Sequential cells grouped by signal name:
Scale bar: 20 um.
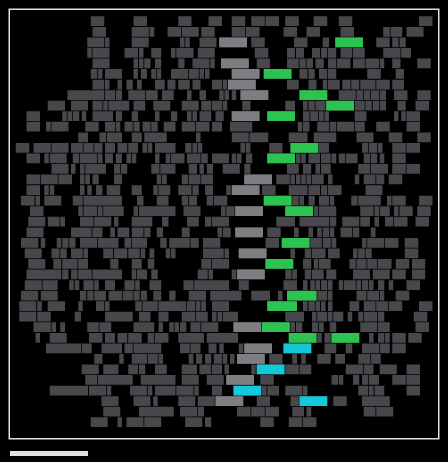
Signal wires by layer:
Two of the layers only.
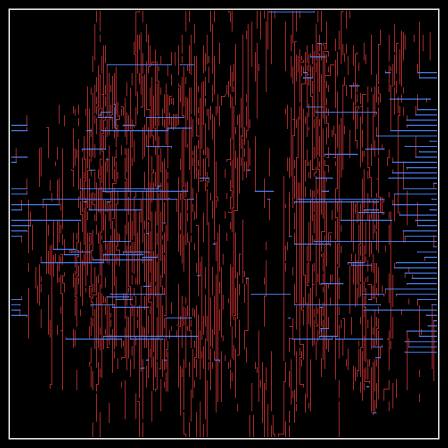
Wire density map:
The die is cut into 22 by 22 equal tiles; dark purple is low, yellow is high, scaled to the fullest tile. Values are wire area over tile area, all layers added.
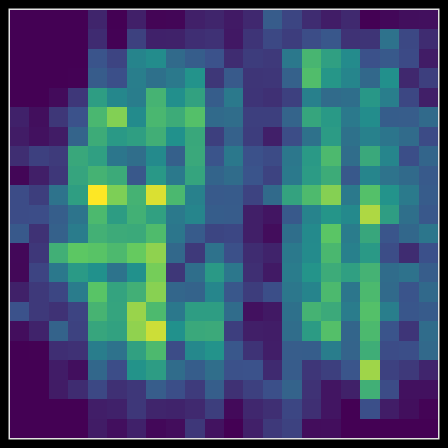
Local utilization:
Scale bar: 20 um. The die is cut into 11 by 11 equal tiles; dark purple is low, yellow is high, 0 to 100% covered.
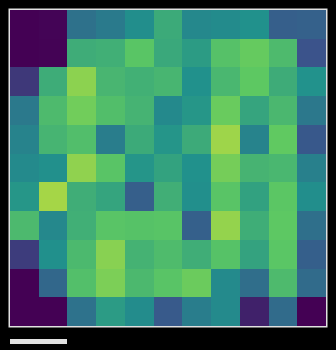
Clock nets:
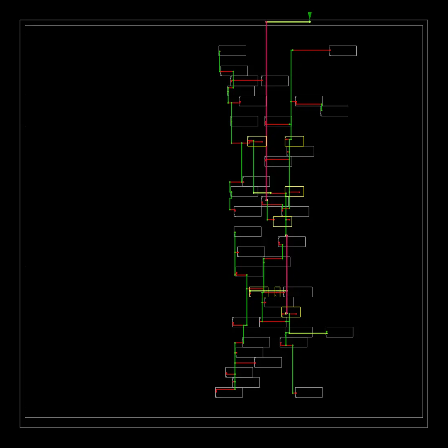
<file path="src/rtl/mips_cpu_pkg.sv">
// Purpose : shared sizes and ALU opcode constants for the Simple_MIPS datapath slice.
// Contents: DEF_WORD_SIZE / DEF_OP_SIZE defaults, ALU_* opcode encodings.
// Options : MIPS_CPU_OVERFLOW_EN (used by mips_cpu_if, mips_alu, mips_cpu) adds alu_overflow.
package mips_cpu_pkg;

    localparam int DEF_WORD_SIZE = 16;
    localparam int DEF_OP_SIZE   = 4;

    localparam logic [DEF_OP_SIZE-1:0] ALU_AND = 4'b0101;
    localparam logic [DEF_OP_SIZE-1:0] ALU_OR  = 4'b0110;
    localparam logic [DEF_OP_SIZE-1:0] ALU_ADD = 4'b0111;
    localparam logic [DEF_OP_SIZE-1:0] ALU_SUB = 4'b1000;
    localparam logic [DEF_OP_SIZE-1:0] ALU_SLT = 4'b1001;

endpackage

</file>
<file path="src/rtl/mips_cpu_if.sv">
// Purpose : bundles the ALU operand/result and PC/timer signals of mips_cpu.
// Ports   : master = stimulus side (drives operands, opcode, step/load/branch);
//           slave  = mips_cpu (drives alu_out, alu_zero_flag, timer, pc_counter).
// Options : MIPS_CPU_OVERFLOW_EN adds alu_overflow (slave output).
interface mips_cpu_if #(
    parameter int WORD_SIZE = mips_cpu_pkg::DEF_WORD_SIZE,
    parameter int OP_SIZE   = mips_cpu_pkg::DEF_OP_SIZE
);
    logic                 key_ok;
    logic [WORD_SIZE-1:0] data_1;
    logic [WORD_SIZE-1:0] data_2;
    logic [OP_SIZE-1:0]   sel;
    logic [WORD_SIZE-1:0] alu_out;
    logic                 alu_zero_flag;
    logic [3:0]           timer;
    logic [WORD_SIZE-1:0] data_in;
    logic                 load_pc;
    logic [WORD_SIZE-1:0] offset;
    logic                 branch;
    logic [WORD_SIZE-1:0] pc_counter;
`ifdef MIPS_CPU_OVERFLOW_EN
    logic                 alu_overflow;
`endif

    modport master (
        output key_ok, data_1, data_2, sel, data_in, load_pc, offset, branch,
        input  alu_out, alu_zero_flag, timer, pc_counter
`ifdef MIPS_CPU_OVERFLOW_EN
        , input alu_overflow
`endif
    );

    modport slave (
        input  key_ok, data_1, data_2, sel, data_in, load_pc, offset, branch,
        output alu_out, alu_zero_flag, timer, pc_counter
`ifdef MIPS_CPU_OVERFLOW_EN
        , output alu_overflow
`endif
    );

endinterface

</file>
<file path="src/rtl/mips_alu.sv">
// Purpose : purely combinational ALU: AND/OR/ADD/SUB/SLT, zero detect, optional signed overflow.
// Ports   : a_i, b_i operands; sel_i opcode; result_o, zero_o; ovf_o (MIPS_CPU_OVERFLOW_EN only).
// Latency : 0 cycles (registered by the caller).
module mips_alu
    import mips_cpu_pkg::*;
#(
    parameter int WORD_SIZE = DEF_WORD_SIZE,
    parameter int OP_SIZE   = DEF_OP_SIZE
) (
    input  logic [WORD_SIZE-1:0] a_i,
    input  logic [WORD_SIZE-1:0] b_i,
    input  logic [OP_SIZE-1:0]   sel_i,
    output logic [WORD_SIZE-1:0] result_o,
`ifdef MIPS_CPU_OVERFLOW_EN
    output logic                 ovf_o,
`endif
    output logic                 zero_o
);

    localparam int MSB = WORD_SIZE - 1;

    logic [WORD_SIZE-1:0] sum;
    logic [WORD_SIZE-1:0] diff;
    logic                 lt;

    assign sum  = a_i + b_i;
    assign diff = a_i - b_i;
    assign lt   = $signed(a_i) < $signed(b_i);

    always_comb begin
        result_o = '0;
        case (sel_i)
            ALU_AND: result_o = a_i & b_i;
            ALU_OR:  result_o = a_i | b_i;
            ALU_ADD: result_o = sum;
            ALU_SUB: result_o = diff;
            ALU_SLT: result_o = {{(WORD_SIZE-1){1'b0}}, lt};
            default: result_o = '0;
        endcase
    end

    assign zero_o = (result_o == '0);

`ifdef MIPS_CPU_OVERFLOW_EN
    // Signed overflow: ADD overflows when like-signed operands give an opposite-signed sum;
    // SUB overflows when differently-signed operands give a result whose sign differs from A.
    always_comb begin
        ovf_o = 1'b0;
        case (sel_i)
            ALU_ADD: ovf_o = (a_i[MSB] == b_i[MSB]) && (sum[MSB]  != a_i[MSB]);
            ALU_SUB: ovf_o = (a_i[MSB] != b_i[MSB]) && (diff[MSB] != a_i[MSB]);
            default: ovf_o = 1'b0;
        endcase
    end
`endif

endmodule

</file>
<file path="src/rtl/mips_cpu.sv">
// Purpose : Simple_MIPS top: registered ALU result/zero flag, step-gated PC unit and 4-bit step timer.
// Ports   : clk, rst (synchronous, active-high); bus (mips_cpu_if.slave) carries operands, opcode,
//           key_ok, PC load/branch controls and the alu_out/alu_zero_flag/timer/pc_counter outputs.
// Options : MIPS_CPU_OVERFLOW_EN adds registered alu_overflow (reset 0). ALU latency 1 cycle.
module mips_cpu
    import mips_cpu_pkg::*;
#(
    parameter int WORD_SIZE = DEF_WORD_SIZE,
    parameter int OP_SIZE   = DEF_OP_SIZE
) (
    input  logic       clk,
    input  logic       rst,
    mips_cpu_if.slave  bus
);

    logic [WORD_SIZE-1:0] alu_res;
    logic                 alu_zero;
`ifdef MIPS_CPU_OVERFLOW_EN
    logic                 alu_ovf;
    logic                 ovf_q;
`endif

    logic [WORD_SIZE-1:0] alu_q;
    logic                 zero_q;
    logic [WORD_SIZE-1:0] pc_q, pc_d;
    logic [3:0]           timer_q, timer_d;

    mips_alu #(
        .WORD_SIZE (WORD_SIZE),
        .OP_SIZE   (OP_SIZE)
    ) u_alu (
        .a_i      (bus.data_1),
        .b_i      (bus.data_2),
        .sel_i    (bus.sel),
        .result_o (alu_res),
`ifdef MIPS_CPU_OVERFLOW_EN
        .ovf_o    (alu_ovf),
`endif
        .zero_o   (alu_zero)
    );

    // PC next state: load beats branch beats increment; all arithmetic wraps at WORD_SIZE.
    always_comb begin
        pc_d    = pc_q;
        timer_d = timer_q;
        if (bus.key_ok) begin
            timer_d = timer_q + 4'd1;
            if (bus.load_pc)
                pc_d = bus.data_in;
            else if (bus.branch)
                pc_d = pc_q + WORD_SIZE'(1) + bus.offset;
            else
                pc_d = pc_q + WORD_SIZE'(1);
        end
    end

    // ALU registers load every cycle regardless of key_ok.
    always_ff @(posedge clk) begin
        if (rst) begin
            alu_q   <= '0;
            zero_q  <= 1'b1;
            pc_q    <= '0;
            timer_q <= '0;
`ifdef MIPS_CPU_OVERFLOW_EN
            ovf_q   <= 1'b0;
`endif
        end else begin
            alu_q   <= alu_res;
            zero_q  <= alu_zero;
            pc_q    <= pc_d;
            timer_q <= timer_d;
`ifdef MIPS_CPU_OVERFLOW_EN
            ovf_q   <= alu_ovf;
`endif
        end
    end

    assign bus.alu_out       = alu_q;
    assign bus.alu_zero_flag = zero_q;
    assign bus.pc_counter    = pc_q;
    assign bus.timer         = timer_q;
`ifdef MIPS_CPU_OVERFLOW_EN
    assign bus.alu_overflow  = ovf_q;
`endif

endmodule

</file>
<file path="src/flat_wrapper.sv">
// flat-port wrapper written by rule: the top's interface ports become plain ports
module mips_cpu_flat import mips_cpu_pkg::*;
#(
    parameter int WORD_SIZE = DEF_WORD_SIZE,
    parameter int OP_SIZE   = DEF_OP_SIZE
)
  (clk, rst, bus_key_ok, bus_data_1, bus_data_2, bus_sel, bus_data_in, bus_load_pc, bus_offset, bus_branch, bus_alu_out, bus_alu_zero_flag, bus_timer, bus_pc_counter);
  mips_cpu_if #(.WORD_SIZE(WORD_SIZE), .OP_SIZE(OP_SIZE)) bus_i ();
  input  logic clk;
  input  logic rst;
  input wire logic [$bits(bus_i.key_ok)-1:0] bus_key_ok;
  input wire logic [$bits(bus_i.data_1)-1:0] bus_data_1;
  input wire logic [$bits(bus_i.data_2)-1:0] bus_data_2;
  input wire logic [$bits(bus_i.sel)-1:0] bus_sel;
  input wire logic [$bits(bus_i.data_in)-1:0] bus_data_in;
  input wire logic [$bits(bus_i.load_pc)-1:0] bus_load_pc;
  input wire logic [$bits(bus_i.offset)-1:0] bus_offset;
  input wire logic [$bits(bus_i.branch)-1:0] bus_branch;
  output wire logic [$bits(bus_i.alu_out)-1:0] bus_alu_out;
  output wire logic [$bits(bus_i.alu_zero_flag)-1:0] bus_alu_zero_flag;
  output wire logic [$bits(bus_i.timer)-1:0] bus_timer;
  output wire logic [$bits(bus_i.pc_counter)-1:0] bus_pc_counter;
  assign bus_i.key_ok = bus_key_ok;
  assign bus_i.data_1 = bus_data_1;
  assign bus_i.data_2 = bus_data_2;
  assign bus_i.sel = bus_sel;
  assign bus_i.data_in = bus_data_in;
  assign bus_i.load_pc = bus_load_pc;
  assign bus_i.offset = bus_offset;
  assign bus_i.branch = bus_branch;
  assign bus_alu_out = bus_i.alu_out;
  assign bus_alu_zero_flag = bus_i.alu_zero_flag;
  assign bus_timer = bus_i.timer;
  assign bus_pc_counter = bus_i.pc_counter;
  mips_cpu #(.WORD_SIZE(WORD_SIZE), .OP_SIZE(OP_SIZE)) u_core (.clk(clk), .rst(rst), .bus(bus_i));
endmodule
</file>
<file path="config.mk">
export PLATFORM = sky130hd
export DESIGN_NAME = mips_cpu_flat
export DESIGN_NICKNAME = d
export VERILOG_FILES = /design/src/rtl/mips_cpu_pkg.sv /design/src/rtl/mips_cpu_if.sv /design/src/rtl/mips_alu.sv /design/src/rtl/mips_cpu.sv /design/src/flat_wrapper.sv
export SDC_FILE = /design/constraint.sdc
export NUM_CORES = 1
export LEC_CHECK = 0
export ABC_AREA = 0
export CAP_MARGIN = 20
export CORE_UTILIZATION = 40
export CTS_BUF_LIST = sky130_fd_sc_hd__clkbuf_8
export DETAILED_ROUTE_END_ITERATION = 8
export GPL_ROUTABILITY_DRIVEN = 1
export GPL_TIMING_DRIVEN = 0
export PLACE_DENSITY = 0.66
export SETUP_SLACK_MARGIN = 0.2
export SLEW_MARGIN = 0
export SYNTH_ARGS = -nofsm -noshare
export SYNTH_HDL_FRONTEND = slang
export SYNTH_SLANG_ARGS = --single-unit
export TNS_END_PERCENT = 100
</file>
<file path="constraint.sdc">
create_clock -name clk -period 3.95 [get_ports clk]
set_clock_uncertainty 0.2 [all_clocks]
set_input_delay 0.79 -clock clk [delete_from_list [all_inputs] [get_ports clk]]
set_output_delay 0.79 -clock clk [all_outputs]
set_load 0.05 [all_outputs]
</file>
==> flow_metrics.tcl <==
# flow metrics
set metrics [dict create \
    overflow 0 \
    top_area_cell "ha_1" \
    maxCapViolCount 0 \
    hold_violations 0 \
    clock_latency_ns 0.28 \
    drtAntennaViolNets 0 \
    relSlewSlack_pct 57.7 \
    syn_nets 764 \
    mostFrequentLayoutCells "94 x clkdlybuf4s50_1, 73 x nor2_1, 60 x ha_1" \
    areaGrowthSynthToFinish_pct 41.8 \
    nFillCells 1072 \
    holdWs_ns 0.320 \
    fin_nets 905 \
    peakVddDrop_mv 0.119 \
    fp_util_pct 41.1 \
    cp.required_ns 3.94 \
    worst_ep_arrival_time_ns 3.69 \
    vias_per_cell 5.82 \
    flop_cell "dfxtp_1" \
    syn_avg_cell_area_sq_um 7.56 \
    grt_pass1_wl_um 23000 \
    ys_warn_count 0 \
    hp-class "reg -> reg" \
    fp.dieH_um 110 \
    final_max_slew_viol_count 0 \
    path_cells "clkdlybuf4s50_1 -> inv_1 -> ha_1 -> buf_4 -> nor4_4 -> o211ai_1 -> a31oi_2 -> nor2_1 -> a211o_1 -> a221oi_4 -> nand4_1 -> o41ai_2" \
    slowest_stage "clkdlybuf4s50_1" \
    critPathMaxStageDelay_ns 0.48 \
    die_area_sq_um 12200 \
    warnings 62 \
    seq_power_uw 425 \
    rsz0062_at_grt "yes" \
    internal_power_uw 925 \
    design.core.area_sq_um 11400 \
    synth_seq_share_pct 15.8 \
    htreeDepth 2 \
    status "finished, final reports clean" \
    hpwlAfterDp_um 11900 \
    die_w_um 110 \
    fmax_mhz 270 \
    holdCritStartpoint "u_core.bus.timer[3]$_SDFFE_PP0P_" \
    gp_congestion 0.966 \
    power.switching_uw 647 \
    top_power_group "combinational cells" \
    period_needed_ns 3.71 \
    ys_types 78 \
    insertedDiodeCount 0 \
    r2r_slack_ns 0.45 \
    dr.pass1.iters 4 \
    pwr-share-comb_pct 56.4 \
    grt_pass1_vias 4896 \
    start_kind "input pin" \
    async_reset_ff_share_pct 0 \
    pin_count 110 \
    cts_root_buf "clkbuf_8" \
    grt_max_degree 11 \
    fp-row-count 39 \
    path_class "in -> reg" \
    crit_fanout 10 \
    crit_path_end_kind "flip-flop" \
    crit_path_start "bus_data_2[8]" \
    drtIter0Drc 318 \
    cts_buffers 5 \
]
Back to the opening pictures, 'sequential cells grouped by signal name':
[u_core.bus.pc_counter] green | sequential cells: 16
[u_core.bus.timer] cyan | sequential cells: 4
not colored: 17

Back to the opening pictures, 'signal wires by layer':
[met2] red | wire length: 7,610 um
[met3] blue | wire length: 1,030 um

Back to the opening pictures, 'wire density map':
fullest tile: 0.66
mean over tiles: 0.21
nearly empty tiles: 9.5%
tiles over half the peak: 22%
via count: 5,266
Overall Global Routing Usage: 24.1%
Total Wirelength: 15,400 um
routed len/inst: 17.0 um

Back to the opening pictures, 'local utilization':
fullest tile: 86%
tiles over 75% full: 11%
nearly empty tiles: 6.6%
mean over tiles: 53%

Back to the opening pictures, 'clock nets':
# clk buffers: 6
clk sinks: 37
flip-flops: 37
clock network power: 259 uW

-- synthesized netlist by cell type, types with 3 or more instances --
cell and number:
xnor2_1 13, a41oi_1 3, buf_2 4, or3_1 4, a311oi_1 4, o21ai_1 4, o211ai_1 8, a22oi_1 3
a21o_1 14, and3_1 11, a211oi_1 11, clkbuf_1 18, o21ai_0 34, nand2b_1 9, inv_1 55, xor2_1 15
o221ai_1 5, nand4_1 5, ha_1 67, nand2_1 39, nor3_1 13, dfxtp_1 37, o21bai_1 5, o22ai_1 5
a221o_1 8, nor2_1 75, a221oi_1 5, fa_1 3, nand3_1 13, o31ai_1 5, mux2i_1 10, and2_1 8
a31oi_1 5, o21a_1 4, a21oi_1 42
-- critical path, delay by kind of cell --
family          cells  cell delay, ns
simple gates        3            0.49
fa+ha+maj           1            0.29
buf+inv             3            0.72
compound gates      5            1.39
-- registers in the layout, indices dropped and copies added, names as in the netlist --
signal / flops
u_core.bus.alu_out: 16
u_core.bus.pc_counter: 16
u_core.bus.timer: 4
u_core.bus.alu_zero_flag: 1
-- area by class of cell --
| cell class | instances | area (sq um) | area share [%] |
|---|---|---|---|
| clock buffer | 6 | 82.6 | 1.24 |
| buffer | 26 | 140 | 2.10 |
| clock inverter | 1 | 3.75 | 0.0564 |
| inverter | 56 | 210 | 3.16 |
| tap | 143 | 179 | 2.69 |
| sequential | 37 | 743 | 11.2 |
| multi-input combinational | 502 | 3970 | 59.6 |
| timing repair buffer | 134 | 1330 | 20.0 |
-- kinds of logic after synthesis --
logic type,share of synthesized area (%)
AND-OR/OR-AND,30.5
XOR/XNOR,5.22
adder cells (fa/ha/maj),19.1
buffers and inverters,6.96
flip-flops,15.8
multiplexers,2.37
AND/OR/NAND/NOR,20.0
-- what timing repair did --
action	in CTS	in global routing
resized	6	98
endpoints found under the setup margin	3	9
hold endpoints to repair	0	0
pin swaps	2	37
buffers inserted	1	24
-- metrics by stage --
| stage | worst slack, ns | power, mW | utilization [%] | instances | instance area [sq um] |
|---|---|---|---|---|---|
| 2_1_floorplan | 0.287 | 0.941 | - | 621 | 4690 |
| 3_3_place_gp | -0.449 | 1.18 | 52.2 | 873 | 5960 |
| 3_5_place_dp | -0.445 | 1.20 | 52.2 | 873 | 5960 |
| 4_1_cts | 0.00411 | 1.47 | 53.4 | 881 | 6090 |
| 5_1_grt | 0.134 | 1.66 | 58.3 | 905 | 6660 |
| 6_report | 0.243 | 1.57 | 58.3 | 905 | 6660 |
-- path summary, 6_finish.rpt --
path / endpoint / depth (start not counted)
max: u_core.bus.alu_zero_flag$_SDFF_PP1_ / 12
min: u_core.bus.timer[3]$_SDFFE_PP0P_ / 2
max reg2reg: u_core.bus.pc_counter[15]$_SDFFE_PP0P_ / 12
min reg2reg: u_core.bus.timer[3]$_SDFFE_PP0P_ / 2
-- layer usage --
layer | global-route usage, % | share of wire [%]
met4 | 9.02 | 3.1
met2 | 44.6 | 49
met3 | 1.41 | 6.7
met5 | 0 | 0
met1 | 29.2 | 41
Power is estimated from default activity; no workload was simulated.
